==> run_1/floorplan.png <==
Bar = 10 um. Pins as bars on the die edge.
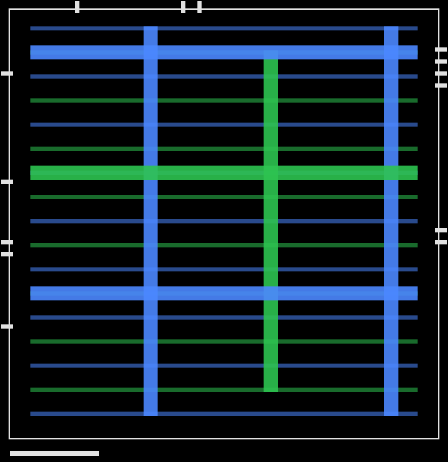
==> run_1/util_map.png <==
Bar = 10 um. 10 x 10 tiles, from black (low) to pale yellow (high), 0 to 100% covered.
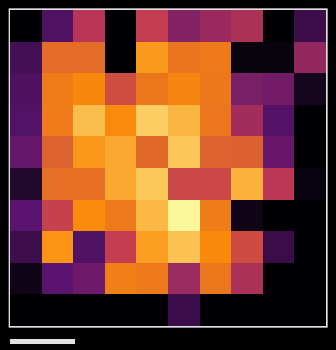
==> run_1/class_map.png <==
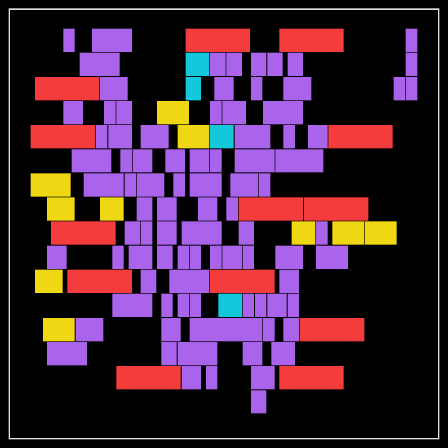
==> run_1/port_trees.png <==
Bar = 10 um.
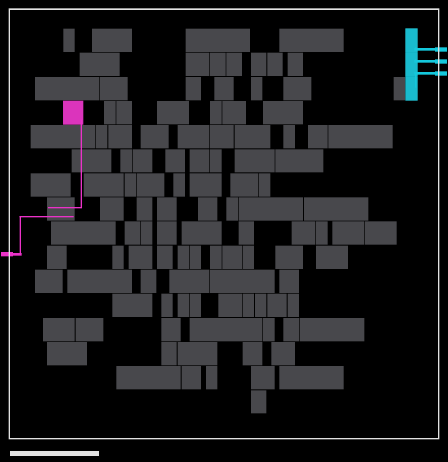
==> config.mk <==
export PLATFORM = sky130hd
export DESIGN_NAME = gate_selftest_ctrl
export DESIGN_NICKNAME = d
export VERILOG_FILES = /design/src/rtl/gate_selftest_ctrl.sv
export SDC_FILE = /design/constraint.sdc
export NUM_CORES = 1
export LEC_CHECK = 0
export CORE_MARGIN = 2
export CORE_UTILIZATION = 45
export DETAILED_ROUTE_END_ITERATION = 16
export PLACE_DENSITY = 0.69
export SLEW_MARGIN = 20
export SYNTH_ARGS = -nofsm -noshare
export SYNTH_HDL_FRONTEND = slang
export SYNTH_SLANG_ARGS = --single-unit
==> constraint.sdc <==
create_clock -name clk -period 2 [get_ports clk]
set_input_delay 0.2 -clock clk [delete_from_list [all_inputs] [get_ports clk]]
set_output_delay 0.2 -clock clk [all_outputs]
set_load 0.03 [all_outputs]
==> src/rtl/gate_selftest_ctrl.sv <==
// Self-test sequencer for a 2-input gate: applies all four input vectors,
// compares the gate output against EXPECT. Optional macro: ERR_CAPTURE_EN.
module gate_selftest_ctrl #(
    parameter int unsigned SETTLE_CYCLES = 2,
    parameter logic [3:0]  EXPECT        = 4'b0111
) (
    input  logic       clk,
    input  logic       rst,
    input  logic       start,
    output logic       gate_a,
    output logic       gate_b,
    input  logic       gate_c,
    output logic       busy,
    output logic       done,
    output logic       pass,
    output logic [1:0] fail_vec,
    output logic [2:0] fail_cnt
);

    typedef enum logic [1:0] {
        IDLE,
        SETTLE,
        CHECK,
        DONE
    } state_t;

    localparam logic [3:0] SETTLE_LAST = 4'(SETTLE_CYCLES - 1);

    state_t     state_q, state_d;
    logic [1:0] idx_q, idx_d;
    logic [3:0] cnt_q, cnt_d;
    logic [3:0] mis_q, mis_d;
    logic       pass_q, pass_d;

`ifdef ERR_CAPTURE_EN
    logic [1:0] fv_q, fv_d;
    logic [2:0] fc_q, fc_d;

    function automatic logic [1:0] first_set(input logic [3:0] m);
        logic [1:0] r;
        r = 2'd0;
        for (int i = 3; i >= 0; i--) begin
            if (m[i]) r = 2'(i);
        end
        return r;
    endfunction

    function automatic logic [2:0] pop4(input logic [3:0] m);
        logic [2:0] c;
        c = 3'd0;
        for (int i = 0; i < 4; i++) begin
            c = c + {2'b00, m[i]};
        end
        return c;
    endfunction
`endif

    always_comb begin
        state_d = state_q;
        idx_d   = idx_q;
        cnt_d   = cnt_q;
        mis_d   = mis_q;
        pass_d  = pass_q;
`ifdef ERR_CAPTURE_EN
        fv_d    = fv_q;
        fc_d    = fc_q;
`endif
        busy    = 1'b0;
        done    = 1'b0;
        gate_a  = 1'b0;
        gate_b  = 1'b0;
        case (state_q)
            IDLE: begin
                if (start) begin
                    state_d = SETTLE;
                    idx_d   = 2'd0;
                    cnt_d   = 4'd0;
                    mis_d   = 4'd0;
                end
            end
            SETTLE: begin
                busy              = 1'b1;
                {gate_a, gate_b}  = idx_q;
                if (cnt_q == SETTLE_LAST) begin
                    state_d = CHECK;
                end else begin
                    cnt_d = cnt_q + 4'd1;
                end
            end
            CHECK: begin
                busy             = 1'b1;
                {gate_a, gate_b} = idx_q;
                mis_d[idx_q]     = mis_q[idx_q] | (gate_c != EXPECT[idx_q]);
                if (idx_q == 2'd3) begin
                    state_d = DONE;
                    pass_d  = (mis_d == 4'd0);
`ifdef ERR_CAPTURE_EN
                    fv_d    = first_set(mis_d);
                    fc_d    = pop4(mis_d);
`endif
                end else begin
                    idx_d   = idx_q + 2'd1;
                    cnt_d   = 4'd0;
                    state_d = SETTLE;
                end
            end
            DONE: begin
                done    = 1'b1;
                state_d = IDLE;
            end
            default: state_d = IDLE;
        endcase
    end

    always_ff @(posedge clk) begin
        if (rst) begin
            state_q <= IDLE;
            idx_q   <= 2'd0;
            cnt_q   <= 4'd0;
            mis_q   <= 4'd0;
            pass_q  <= 1'b0;
`ifdef ERR_CAPTURE_EN
            fv_q    <= 2'd0;
            fc_q    <= 3'd0;
`endif
        end else begin
            state_q <= state_d;
            idx_q   <= idx_d;
            cnt_q   <= cnt_d;
            mis_q   <= mis_d;
            pass_q  <= pass_d;
`ifdef ERR_CAPTURE_EN
            fv_q    <= fv_d;
            fc_q    <= fc_d;
`endif
        end
    end

    assign pass = pass_q;

`ifdef ERR_CAPTURE_EN
    assign fail_vec = fv_q;
    assign fail_cnt = fc_q;
`else
    assign fail_vec = 2'd0;
    assign fail_cnt = 3'd0;
`endif

endmodule

==> Implementation_results.wiki, run 1 <==
== Metrics ==
{| class="wikitable"
! Metric !! Value
|-
| Most numerous cell types in the synthesized netlist || sky130_fd_sc_hd__dfxtp_1, sky130_fd_sc_hd__ha_1, sky130_fd_sc_hd__inv_1, sky130_fd_sc_hd__nand2_1, sky130_fd_sc_hd__a21oi_1
|-
| Final min period || 1.830 ns
|-
| First-pass GRT wire length || 2.953 mm
|-
| Total wire length after detailed routing || around 1.8 mm
|-
| Post-cts gate resize count || 2
|-
| Kind of start point of the critical path || flop
|-
| Antenna violations before repair || 0
|-
| Hold buffers post-CTS || 0
|-
| Relative area change from synthesis to final layout || 14.16%
|-
| Final RePlAce weighted congestion || 0.8098
|-
| Number of multi-input logic gates || 78
|-
| Unrepaired setup endpoints after global routing || false
|-
| Flop area || 260.3 sq um
|-
| Bufs on Longest Clock Path || 2
|-
| Worst setup path class || flop to primary output
|-
| Top Metal Used || met4
|-
| Hold Path Stages || 2
|-
| Biggest cell category by area in the final layout || logic gates
|-
| DRT antenna net count || 0
|-
| Gr busiest metal || met2
|-
| Layout Nets || 132
|-
| Sequential cell fraction of total power || 0.331
|-
| Met3 wirelength from detailed routing || just over 70 um
|-
| MaxCap Viol Count || 0
|-
| Routing usage on met1 || 0.1953
|-
| WP data arrival || 1.63 ns
|-
| Post-route worst hold slack || around 0.49 ns
|-
| Detailed-router iteration count before antenna repair || 3
|-
| Deepest level of the CTS H-tree || 1
|-
| Logic cell area || 550.5 sq um
|-
| Aggregate negative setup slack || 0 ns
|-
| Count of synthesis-stage warnings from yosys || 0
|-
| Die Area || around 2300 sq um
|-
| Combinational fraction of design power || 0.496
|-
| Hold Startpoint || mis_q[3]
|-
| Origin of the worst setup path || state_q[0]
|-
| Fillers || 191
|-
| Diode insertion count for antenna repair || 0
|-
| Number of buffers and inverters on the critical path || 2
|-
| Comb group || 501 uW
|-
| Distinct lib cells used || 36
|-
| Prevailing post-synth register cell || sky130_fd_sc_hd__dfxtp_1
|-
| Async set-or-reset flop fraction in the synthesized netlist || 0
|-
| Setup crit end || gate_b
|-
| Clock transition at the registers of the reported paths || ~0.09 ns
|-
| Top achievable clock speed || 546.5 MHz
|-
| Number of flip-flops and latches in the synthesized netlist || 13
|-
| Share of cell area taken by flip-flops and latches || 0.2581
|-
| Total CTS buffers || 3
|-
| Slack of the worst reg-to-reg path || 0.30 ns
|-
| Final total power || 1.011 mW
|-
| Library cell occupying the most area in the post-synthesis netlist || sky130_fd_sc_hd__dfxtp_1
|-
| Power spent charging and discharging nets || 446.0 uW
|-
| Routed length per instance || 12.24 um
|-
| Post-synth seq share || 0.2946
|-
| Maximum cell stage delay along the critical path || 0.41 ns
|-
| Portion of the clock cycle consumed by the worst path in the final layout || 0.9149
|-
| Root Buffer Master || sky130_fd_sc_hd__clkbuf_4
|-
| Most common library cell in the layout ignoring fill and taps || sky130_fd_sc_hd__dfxtp_1
|-
| Flop Count || 13
|-
| Outcome || complete, no violations
|}
## Picture notes: floorplan.png
blue -> VSS
green -> VDD
signal pins = 14
met1 rails = 17
rows = 16
met4 straps = 3
met5 straps = 3

## Picture notes: util_map.png
emptiest ninth of the die = lower right
nearly empty tiles = 20%
tiles over 75% full = 15%
fullest tile = 98%
standard cell core area: 1902 sq um
Post-Route Utilization: 0.5303
starting density of the core: 0.4645

## Picture notes: class_map.png
red -> registers  # cells 13, share of their area 27%
purple -> remaining logic cells  # cells 89, share of their area 61%
cyan -> clock drivers and dummy loads  # cells 4, share of their area 2.8%
yellow -> remaining buffers and delay cells  # cells 10, share of their area 9.8%
number of rows created at floorplan: 16
final std cell area, no fill: 1008 sq um

## Picture notes: port_trees.png
magenta -> gate_b  # bits 1, direction output, end cells 1, buffers 1, wire 24.5 um
cyan -> fail_cnt  # bits 3, direction output, end cells 3, buffers 0, wire 8.30 um
I/O pins: 14
number of buffer cells added on primary ports: 8

==> run 2: changes to the inputs <==
ABC_CLOCK_PERIOD_IN_PS = 2000   (was not set)
SKIP_CTS_REPAIR_TIMING = 1   (was not set)
TNS_END_PERCENT = 30   (was not set)
==> run_2/port_trees.png <==
Bar = 10 um.
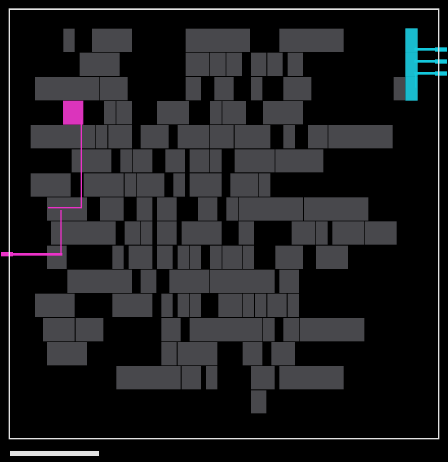

==> run 2 against run 1 <==
Against the previous run:
- synthesized cell count unchanged
- worst setup slack gained 0.026 ns
- non-clock buffer count did not move
- largest power group unchanged
- final cell count is the same
==> Implementation_results.wiki, run 2 <==
== Metrics ==
{| class="wikitable"
! Metric !! Value
|-
| Path class of the lowest-slack min-delay path || flop to flop
|-
| Synth Area in Adders || 0.1558
|-
| Final Non-Filler Cells || about 140
|-
| Antenna violations before repair || 0 (unchanged)
|-
| Gr busiest metal || met2
|-
| Library cell occupying the most area in the post-synthesis netlist || sky130_fd_sc_hd__dfxtp_1
|-
| Share of cell area taken by flip-flops and latches || 0.2562 (-0.001905)
|-
| Number of DRC violations after detailed routing || 0
|-
| DRT antenna net count || 0 (unchanged)
|-
| Most numerous cell types in the synthesized netlist || sky130_fd_sc_hd__dfxtp_1, sky130_fd_sc_hd__ha_1, sky130_fd_sc_hd__inv_1, sky130_fd_sc_hd__nand2_1, sky130_fd_sc_hd__a21oi_1
|-
| Number of global-route vias before repair || 704
|-
| P per Cell Area || 996.5 nW/um^2
|-
| Outcome || complete, no violations
|-
| Diode insertion count for antenna repair || 0 (unchanged)
|-
| Fillers || 191 (unchanged)
|-
| Flop Count || 13 (unchanged)
|-
| Biggest cell category by area in the final layout || logic gates
|-
| Area fraction in compound gates after synthesis || 0.2025
|-
| Distinct lib cells used || 36 (unchanged)
|-
| Post-route worst hold slack || 0.4895 ns (+0.00006100 ns)
|-
| Number of rows created at floorplan || 16 (unchanged)
|-
| Setup Skew || 0.008620 ns
|-
| First-pass GRT wire length || 2.953 mm (unchanged)
|-
| Number of multi-input logic gates || 78 (unchanged)
|-
| Nonclk buf count || 10
|-
| Top cells, area || sky130_fd_sc_hd__dfxtp_1, sky130_fd_sc_hd__ha_1, sky130_fd_sc_hd__inv_1
|-
| Num Clock Sinks || 13
|-
| Sink of the worst hold path || mis_q[3]
|-
| Top Metal Used || met4
|-
| Die Y-Extent || 48.31 um
|-
| Setup crit end || done
|-
| Top achievable clock speed || 554.5 MHz (+1.5%)
|-
| Number of buffers and inverters on the critical path || 1 (-1)
|-
| Prevailing post-synth register cell || sky130_fd_sc_hd__dfxtp_1
|-
| VDD IR max || 0.7774 mV
|-
| Multi-input gate share of total cell area || 0.5419
|-
| Flop area || 260.3 sq um (unchanged)
|-
| CP endpoint kind || primary output
|-
| Number of cells on the critical path || 2
|-
| Instance area at placement || roughly 980 sq um
|-
| Slowest cell on the critical path || sky130_fd_sc_hd__clkdlybuf4s50_1
|-
| Kind of start point of the critical path || flop
|-
| Number of instances in the placed design || 139
|-
| Net switching share of the total power || 0.4409
|-
| Share of post-route cells with drive strength above 1 || 0.1121
|-
| Layout Nets || 132 (unchanged)
|-
| Sequential cell fraction of total power || 0.330 (about the same)
|-
| Relative area change from synthesis to final layout || 15.01%
|-
| Starting density of the core || 0.4645 (unchanged)
|-
| Maximum number of pins on one net before global-route repair || 11
|-
| Final min period || 1.804 ns (-0.02619 ns)
|-
| Kind of cell adding the most delay to the critical path || buffers and inverters
|-
| Final total power || 1.012 mW (+0.15%)
|-
| Post-synth seq share || 0.2946 (unchanged)
|-
| I/O pins || 14 (unchanged)
|-
| Hold Startpoint || mis_q[3]
|-
| Comb group || 502 uW (about the same)
|-
| Final std cell area, no fill || 1016 sq um (+0.74%)
|-
| Bufs on Longest Clock Path || 2 (unchanged)
|-
| Final RePlAce weighted congestion || 0.8098 (unchanged)
|-
| Portion of the clock cycle consumed by the worst path in the final layout || 0.9018 (-0.01310)
|-
| Chip Area, Yosys || 883.3 sq um
|-
| Worst reg2reg path startpoint || idx_q[0]
|-
| Number of cell instances after yosys synthesis || roughly 110
|-
| Worst path cell trace || ha_1 -> clkdlybuf4s50_1
|-
| Number of warnings in the stage logs || 34
|-
| Clock transition at the registers of the reported paths || 0.09 ns (about the same)
|-
| Async set-or-reset flop fraction in the synthesized netlist || 0 (unchanged)
|-
| Max Slew Vio Count || 0
|-
| Number of flip-flops and latches in the synthesized netlist || 13 (unchanged)
|-
| Origin of the worst setup path || state_q[0]
|-
| Logic cell area || 550.5 sq um (unchanged)
|-
| Die Area || 2333 sq um (unchanged)
|-
| Slack of the worst reg-to-reg path || 0.30 ns (about the same)
|-
| Routed length per instance || 12.25 um (+0.11%)
|-
| Most repeated cell in the gate-level netlist after synthesis || sky130_fd_sc_hd__dfxtp_1
|-
| Total wire length after detailed routing || 1.752 mm (+0.11%)
|-
| Post-Route Utilization || 0.5342 (+0.003948)
|-
| Top logic family || AND-OR/OR-AND gates
|-
| Maximum cell stage delay along the critical path || 0.68 ns (+0.27 ns)
|-
| Met3 wirelength from detailed routing || 75 um (+5.6%)
|-
| Combinational fraction of design power || 0.496 (about the same)
|-
| Detailed-router iteration count before antenna repair || 3 (unchanged)
|-
| Power of the clock network || 175 uW
|-
| Standard cell core area || 1902 sq um (unchanged)
|-
| Hold Path Stages || 2 (unchanged)
|-
| Sequential power || roughly 340 uW
|-
| Unrepaired setup endpoints after global routing || false
|-
| Deepest level of the CTS H-tree || 1 (unchanged)
|-
| Count of synthesis-stage warnings from yosys || 0 (unchanged)
|-
| Clock buffer and inverter area fraction after layout || 0.02709
|-
| Residual overflow from global routing || 0
|-
| XOR-XNOR Cells, Area Fraction || 0.009915
|-
| Most common library cell in the layout ignoring fill and taps || sky130_fd_sc_hd__dfxtp_1
|-
| GR Layer Usage met3 || 0.04012
|-
| Aggregate negative setup slack || 0 ns (unchanged)
|-
| Met2 usage || 0.2662
|-
| Number of buffer cells added on primary ports || 8 (unchanged)
|-
| Power spent charging and discharging nets || 446.4 uW (about the same)
|-
| WP data arrival || 1.60 ns (-0.03 ns)
|-
| Total CTS buffers || 3 (unchanged)
|-
| Later-pin clock latency in the skew report || 0.29 ns
|-
| MaxCap Viol Count || 0 (unchanged)
|-
| Root Buffer Master || sky130_fd_sc_hd__clkbuf_4
|-
| Routing usage on met1 || 0.1953 (unchanged)
|-
| Worst setup path class || flop to primary output
|}
No activity file was given, so power comes from the tool's default toggle rates.
